==> config.mk <==
export PLATFORM = sky130hd
export DESIGN_NAME = pb_event_queue
export DESIGN_NICKNAME = d
export VERILOG_FILES = /design/src/rtl/pb_event_queue.sv
export SDC_FILE = /design/constraint.sdc
export NUM_CORES = 1
export LEC_CHECK = 0
export CORE_MARGIN = 2
export CORE_UTILIZATION = 45
export DETAILED_ROUTE_END_ITERATION = 10
export DONT_BUFFER_PORTS = 1
export PLACE_DENSITY_LB_ADDON = 0.08
export SKIP_LAST_GASP = 1
export SLEW_MARGIN = 10
export SYNTH_ARGS = -nofsm -noshare
export SYNTH_HDL_FRONTEND = slang
export SYNTH_SLANG_ARGS = --single-unit
==> constraint.sdc <==
create_clock -name hz100 -period 3.4 [get_ports hz100]
set_input_delay 0.68 -clock hz100 [delete_from_list [all_inputs] [get_ports hz100]]
set_output_delay 0.68 -clock hz100 [all_outputs]
set_load 0.05 [all_outputs]
==> src/rtl/pb_event_queue.sv <==
// Pushbutton front end: synchronize and debounce each button, turn each
// accepted press into one event, and queue button codes in a small FWFT FIFO.
module pb_event_queue #(
    parameter int N              = 21,
    parameter int DEBOUNCE_TICKS = 3,
    parameter int DEPTH          = 4
) (
    input  logic         hz100,
    input  logic         reset,
    input  logic [N-1:0] pb,
    output logic         evt_valid,
    output logic [4:0]   evt_code,
    input  logic         evt_ready,
    output logic [N-1:0] pressed,
    output logic         overflow
);

    localparam int CW = $clog2(DEBOUNCE_TICKS + 1);
    localparam int PW = $clog2(DEPTH);
    localparam int NW = $clog2(DEPTH + 1);
    localparam logic [CW-1:0] CNT_LAST   = CW'(DEBOUNCE_TICKS - 1);
    localparam logic [NW-1:0] COUNT_FULL = NW'(DEPTH);

    logic [N-1:0] s1_reg;
    logic [N-1:0] s2_reg;
    logic [N-1:0] stable_reg;
    logic [N-1:0] stable_next;
    logic [N-1:0] rise;
    logic [N-1:0] pend_reg;
    logic [N-1:0] pend_next;
    logic [N-1:0] pend_clr;
    logic         overflow_reg;
    logic         overflow_next;

    logic [4:0]    mem_reg [DEPTH];
    logic [PW-1:0] wr_ptr_reg;
    logic [PW-1:0] rd_ptr_reg;
    logic [NW-1:0] count_reg;
    logic [NW-1:0] count_next;

    logic       push_any;
    logic [4:0] push_idx;
    logic       push_en;
    logic       pop_en;

    // Two-flop synchronizer and debounced level register
    always_ff @(posedge hz100) begin
        if (reset) begin
            s1_reg     <= '0;
            s2_reg     <= '0;
            stable_reg <= '0;
        end else begin
            s1_reg     <= pb;
            s2_reg     <= s1_reg;
            stable_reg <= stable_next;
        end
    end

    genvar gi;
    generate
        for (gi = 0; gi < N; gi++) begin : g_debounce
            logic [CW-1:0] cnt_reg;
            logic [CW-1:0] cnt_next;
            logic          stable_bit_next;

            // Counter tracks consecutive samples disagreeing with the accepted level
            always_comb begin
                cnt_next        = cnt_reg;
                stable_bit_next = stable_reg[gi];
                if (s2_reg[gi] == stable_reg[gi]) begin
                    cnt_next = '0;
                end else if (cnt_reg == CNT_LAST) begin
                    stable_bit_next = s2_reg[gi];
                    cnt_next        = '0;
                end else begin
                    cnt_next = cnt_reg + 1'b1;
                end
            end

            always_ff @(posedge hz100) begin
                if (reset) begin
                    cnt_reg <= '0;
                end else begin
                    cnt_reg <= cnt_next;
                end
            end

            assign stable_next[gi] = stable_bit_next;
        end
    endgenerate

    // A press is the edge on which the accepted level goes 0->1
    assign rise = stable_next & ~stable_reg;

    // Lowest-index pending button wins the single push slot
    always_comb begin
        push_any = 1'b0;
        push_idx = '0;
        for (int i = N - 1; i >= 0; i--) begin
            if (pend_reg[i]) begin
                push_any = 1'b1;
                push_idx = 5'(i);
            end
        end
    end

    // Space is judged on the registered count; a same-cycle pop does not help
    assign push_en  = push_any && (count_reg < COUNT_FULL);
    assign pop_en   = (count_reg != '0) && evt_ready;
    assign pend_clr = push_en ? (N'(1) << push_idx) : '0;

    // A new press beats the clear of its own pending bit
    always_comb begin
        pend_next     = (pend_reg & ~pend_clr) | rise;
        overflow_next = overflow_reg | (|(rise & pend_reg & ~pend_clr));
    end

    always_ff @(posedge hz100) begin
        if (reset) begin
            pend_reg     <= '0;
            overflow_reg <= 1'b0;
        end else begin
            pend_reg     <= pend_next;
            overflow_reg <= overflow_next;
        end
    end

    always_comb begin
        count_next = count_reg;
        case ({push_en, pop_en})
            2'b10:   count_next = count_reg + 1'b1;
            2'b01:   count_next = count_reg - 1'b1;
            default: count_next = count_reg;
        endcase
    end

    // Pointers wrap naturally because DEPTH is a power of two
    always_ff @(posedge hz100) begin
        if (reset) begin
            wr_ptr_reg <= '0;
            rd_ptr_reg <= '0;
            count_reg  <= '0;
        end else begin
            count_reg <= count_next;
            if (push_en) begin
                wr_ptr_reg <= wr_ptr_reg + 1'b1;
            end
            if (pop_en) begin
                rd_ptr_reg <= rd_ptr_reg + 1'b1;
            end
        end
    end

    always_ff @(posedge hz100) begin
        if (push_en) begin
            mem_reg[wr_ptr_reg] <= push_idx;
        end
    end

    assign evt_valid = (count_reg != '0);
    assign evt_code  = evt_valid ? mem_reg[rd_ptr_reg] : 5'd0;
    assign pressed   = stable_reg;
    assign overflow  = overflow_reg;

endmodule

Figure 1. M1 wires.
Bar = 20 um. Supply wires on this layer in grey.
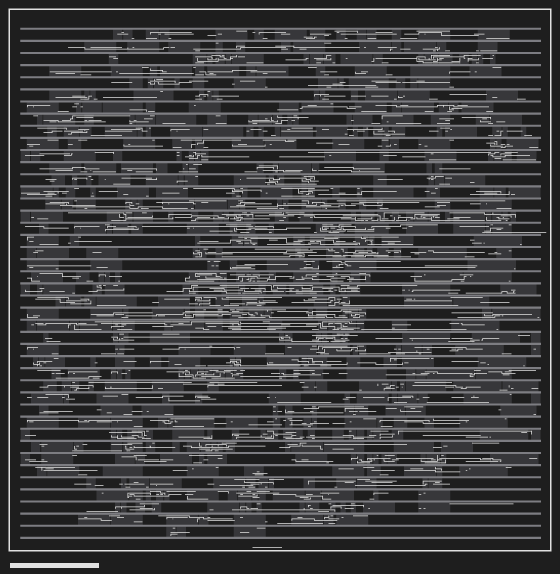
The wires run mostly horizontal. 636 nets have wire on it.
DRT Wirelength: 11400 um
Via Count: 4128
grt met1 use: 20.7%

Figure 2. Sizing map.
Bar = 20 um.
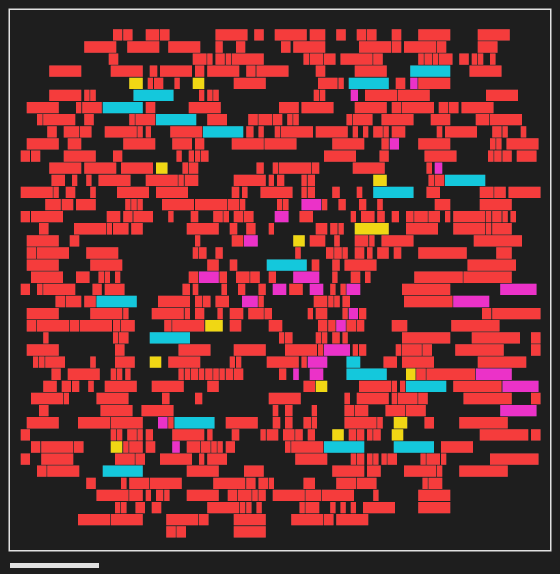
Magenta shows x2, cells 26, share 4.1%, most used mux4_2. Cyan shows x6 and larger, cells 18, share 2.8%, most used clkbuf_16. Yellow shows x3 and x4, cells 14, share 2.2%, most used clkinvlp_4. Red shows x1 and smaller, cells 582, share 91%, most used dfxtp_1.

Figure 3. Metal 2.
Bar = 20 um.
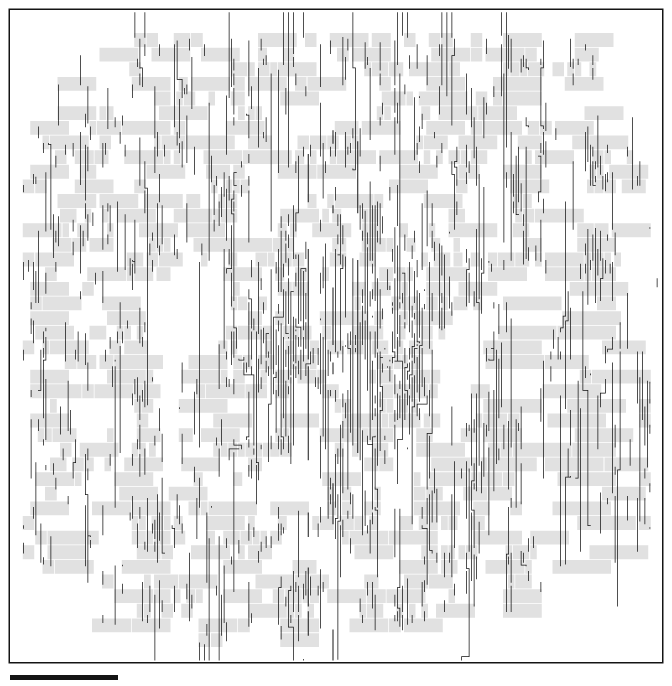
584 nets have wire on it. The longest straight run is 41.8 um. The layer holds 48% of the routed length.

==> impl_table.tex <==
% Auto-generated results table
\begin{tabular}{lr}
\hline
Metric & Value \\
\hline
\multicolumn{2}{l}{\textbf{Layout}} \\
\quad Area Growth Syn to Fin & 11.6\% \\
\quad Fraction of final layout cells sized beyond drive strength 1 & 9.06\% \\
\quad Total non-filler cell area in the finished layout & 0.00689 mm2 \\
\quad Max reg flops & 42 \\
\quad Antenna cell count & 0 \\
\quad Post-layout nets & 678 \\
\quad Most numerous logic cell after layout & sky130\_fd\_sc\_hd\_\_dfxtp\_1 \\
\quad Leading cell types in the layout, fill and taps excluded & sky130\_fd\_sc\_hd\_\_dfxtp\_1 (136), sky130\_fd\_sc\_hd\_\_nor2\_1 (97), sky130\_fd\_sc\_hd\_\_nor2b\_1 (44) \\
\multicolumn{2}{l}{\textbf{Logic synthesis}} \\
\quad \# Cells Yosys & 620 \\
\quad Distinct cells, synth & 55 \\
\quad Fraction of the mapped netlist area in compound gates & 8.46\% \\
\quad Post-synthesis area per instance & 9.97 um2 \\
\quad Instance tally after logic synthesis & 620 \\
\quad Post-synth EDFFs & 20 \\
\quad Dominant non-sequential cell family after synthesis & simple AND/OR/NAND/NOR gates \\
\quad Library cell occupying the most area in the post-synthesis netlist & sky130\_fd\_sc\_hd\_\_dfxtp\_1 \\
\quad Combined area of all synthesized cells & 0.00618 mm2 \\
\quad Number of flip-flops and latches in the synthesized netlist & 156 \\
\quad Share of synthesized cell area in and, or, nand and nor gates & 22.0\% \\
\quad Post-synth area from yosys stat & 0.00618 mm2 \\
\quad Warning count from the yosys run & 0 \\
\quad Dominant cells by area after synthesis & sky130\_fd\_sc\_hd\_\_dfxtp\_1 (44\%), sky130\_fd\_sc\_hd\_\_edfxtp\_1 (9.7\%), sky130\_fd\_sc\_hd\_\_nor2\_1 (5.9\%) \\
\quad Xor-xnor portion of the synthesized cell area & 3.69\% \\
\quad Area share of the largest cell type after synthesis & 44.1\% \\
\quad Most instantiated flip-flop cell in the synthesis netlist & sky130\_fd\_sc\_hd\_\_dfxtp\_1 \\
\quad Mux cell area share after synthesis & 3.28\% \\
\quad Fraction of the mapped netlist area in adder cells & 5.59\% \\
\quad Floorplan Nets & 671 \\
\quad Register area share after synthesis & 53.8\% \\
\quad Asr flop ratio synth & 0\% \\
\multicolumn{2}{l}{\textbf{Detailed routing}} \\
\quad Average detailed-routed wire length per instance & 14.0 um \\
\quad Antenna-violating nets left & 0 \\
\quad DRC errors left & 0 \\
\quad Via density & 5.06 \\
\quad Number of optimization iterations in the first detailed-route pass & 4 \\
\quad Initial detailed-routing violation count & 284 \\
\multicolumn{2}{l}{\textbf{Global route}} \\
\quad Vias in the first global route & 4036 \\
\quad Antenna violations before repair & 0 \\
\quad Pin count of the biggest net entering global routing & 115 \\
\quad Total grt overflow & 0 \\
\quad Wire length of the first global-routing pass & 19200 um \\
\quad GR Util All Layers & 17.0\% \\
\multicolumn{2}{l}{\textbf{Floorplanning}} \\
\quad Die Span X & 121 um \\
\quad I/O pin count & 52 \\
\quad Starting Density & 46.3\% \\
\quad Number of placement rows & 42 \\
\quad Vertical die dimension & 121 um \\
\quad Die footprint & 0.0147 mm2 \\
\quad Placeable core area & 0.0133 mm2 \\
\multicolumn{2}{l}{\textbf{Placement}} \\
\quad Routability cong. & 0.927 \\
\quad Sum of net half-perimeters after detailed placement & 8100 um \\
\quad Number of port buffers & 0 \\
\quad Cell area after placement & 0.00636 mm2 \\
\multicolumn{2}{l}{\textbf{Final timing}} \\
\quad Fin. Hold Viols & 0 \\
\quad Setup TNS Final & 0 ns \\
\quad Final-report max-slew violation count & 0 \\
\quad Maximum clock rate & 357 MHz \\
\quad Period minus WS final & 2.80 ns \\
\quad Final clock period utilization by the worst path & 82.4\% \\
\quad Worst-Margin Slew & 0.646 ns \\
\quad Final setup violating endpoints & 0 \\
\quad Relative slew slack & 56.9\% \\
\quad Setup repair after global routing missed its margin & false \\
\quad Final setup skew & 0.00640 ns \\
\multicolumn{2}{l}{\textbf{Setup path}} \\
\quad Critical path type & reg2reg \\
\quad Startpoint type of the worst setup path & flip-flop \\
\quad Type of element capturing the critical path & flip-flop \\
\quad Biggest fanout along the worst timing path & 7 \\
\quad Signal arrival time at the worst endpoint & 3.16 ns \\
\quad Data required time of the critical path & 3.75 ns \\
\multicolumn{2}{l}{\textbf{Clock tree}} \\
\quad Hold buffer count at CTS & 0 \\
\quad CTS tree & built \\
\quad Clock sink total & 156 \\
\quad Clock latency of the later-clocked register in the worst-skew pair & 0.42 ns \\
\quad Number of CTS-inserted buffers & 17 \\
\quad Clock-pin slew on the worst setup and hold paths & 0.06 ns \\
\quad Setup Buffers After CTS & 0 \\
\quad CTS HTree Levels & 4 \\
\quad Gates resized, CTS repair & 0 \\
\quad Deepest clock path buffer count & 2 \\
\quad Root buffer cell & sky130\_fd\_sc\_hd\_\_clkbuf\_16 \\
\multicolumn{2}{l}{\textbf{Power}} \\
\quad Worst vdd rail ir drop & 327 uV \\
\quad Power Density & 528 mW/mm2 \\
\quad Reported leakage power & 2.49 nW \\
\multicolumn{2}{l}{\textbf{Run}} \\
\quad Total tool warning count & 31 \\
\quad Max Cap Viol & 0 \\
\multicolumn{2}{l}{\textbf{Status}} \\
\quad Status & finished, final reports clean \\
\multicolumn{2}{l}{\textbf{Worst hold path}} \\
\quad Worst min-delay path category & in2reg \\
\hline
\end{tabular}
## synthesized netlist by cell type (all sizes together), types with 3 or more instances
master  instances
xor2            3
nand3          10
xnor2          23
dfxtp         136
and2           11
o311ai          3
nand3b          8
mux2i           9
edfxtp         20
buf             3
o41ai           3
nor3            8
or3            24
nand2          34
ha             26
clkbuf         12
nor2b          44
nor2           97
a311oi          3
mux4            5
a21oi          45
nand2b         14
inv            37
o21ai           9
nor4            4
## cells by family (layout without fill, tap and decap cells)
logic type | after synthesis | in the layout
AND-OR/OR-AND | 82 | 82
multiplexers | 14 | 14
XOR/XNOR | 26 | 26
adder cells (fa/ha/maj) | 27 | 27
AND/OR/NAND/NOR | 263 | 263
flip-flops | 156 | 156
buffers and inverters | 52 | 72
## critical path: stages (launching register included)
cell and delay (ns):
sky130_fd_sc_hd__dfxtp_1 0.36, sky130_fd_sc_hd__nor4_2 0.52, sky130_fd_sc_hd__nand2_2 0.17, sky130_fd_sc_hd__nor2_1 0.13
sky130_fd_sc_hd__a21oi_1 0.19, sky130_fd_sc_hd__inv_1 0.13, sky130_fd_sc_hd__ha_1 0.20, sky130_fd_sc_hd__inv_1 0.07
sky130_fd_sc_hd__fa_1 0.37, sky130_fd_sc_hd__xor2_1 0.16, sky130_fd_sc_hd__or3_1 0.31, sky130_fd_sc_hd__a21oi_1 0.13
## final cells by class
type                       instances  area [um2]
multi-input combinational        412        2660
tap                              176         220
timing repair buffer               3        22.5
fill                            1242        6450
inverter                          37         139
clock buffer                      18         429
sequential                       156        3320
clock inverter                    14        98.8
## per-stage QoR
step | hold WS (ns) | util [%] | total power [mW] | instances | worst slack, ns
floorplan | 0.391 | - | 2.02 | 620 | 0.935
global placement | 0.398 | 47.7 | 2.01 | 784 | 0.744
detailed placement | 0.401 | 47.7 | 2.02 | 784 | 0.663
CTS | 0.305 | 51.6 | 3.70 | 816 | 0.597
global route | 0.300 | 51.6 | 3.80 | 816 | 0.400
finish | 0.322 | 51.6 | 3.64 | 816 | 0.597
## layer usage
metal / share of wire [%] / GRT usage [%] / vias to the layer above
met4: 2.0 / 7.04 / 0
met2: 48 / 28.2 / 71
li1: - / - / 2101
met3: 4.4 / 4.89 / 20
met1: 45 / 20.7 / 1936
met5: 0 / 0 / -
## where the power goes
group | switching, mW | internal, mW | total, mW | leakage, nW
clock network | 0.736 | 0.929 | 1.67 | 0.248
logic | 0.0303 | 0.0336 | 0.0639 | 0.955
registers | 0.0159 | 1.89 | 1.91 | 1.29
## final timing paths
kind | start | to | slack (ns) | cells past startpoint
hold reg to reg | g_debounce[8].cnt_reg[0] | g_debounce[8].cnt_reg[0] | 0.41 | 1
setup reg to reg | pend_reg[12] | count_reg[2] | 0.60 | 11
setup / recovery | pend_reg[12] | count_reg[2] | 0.60 | 11
hold / removal | reset | s1_reg[20] | 0.32 | 1
Power and IR drop assume default switching activity.
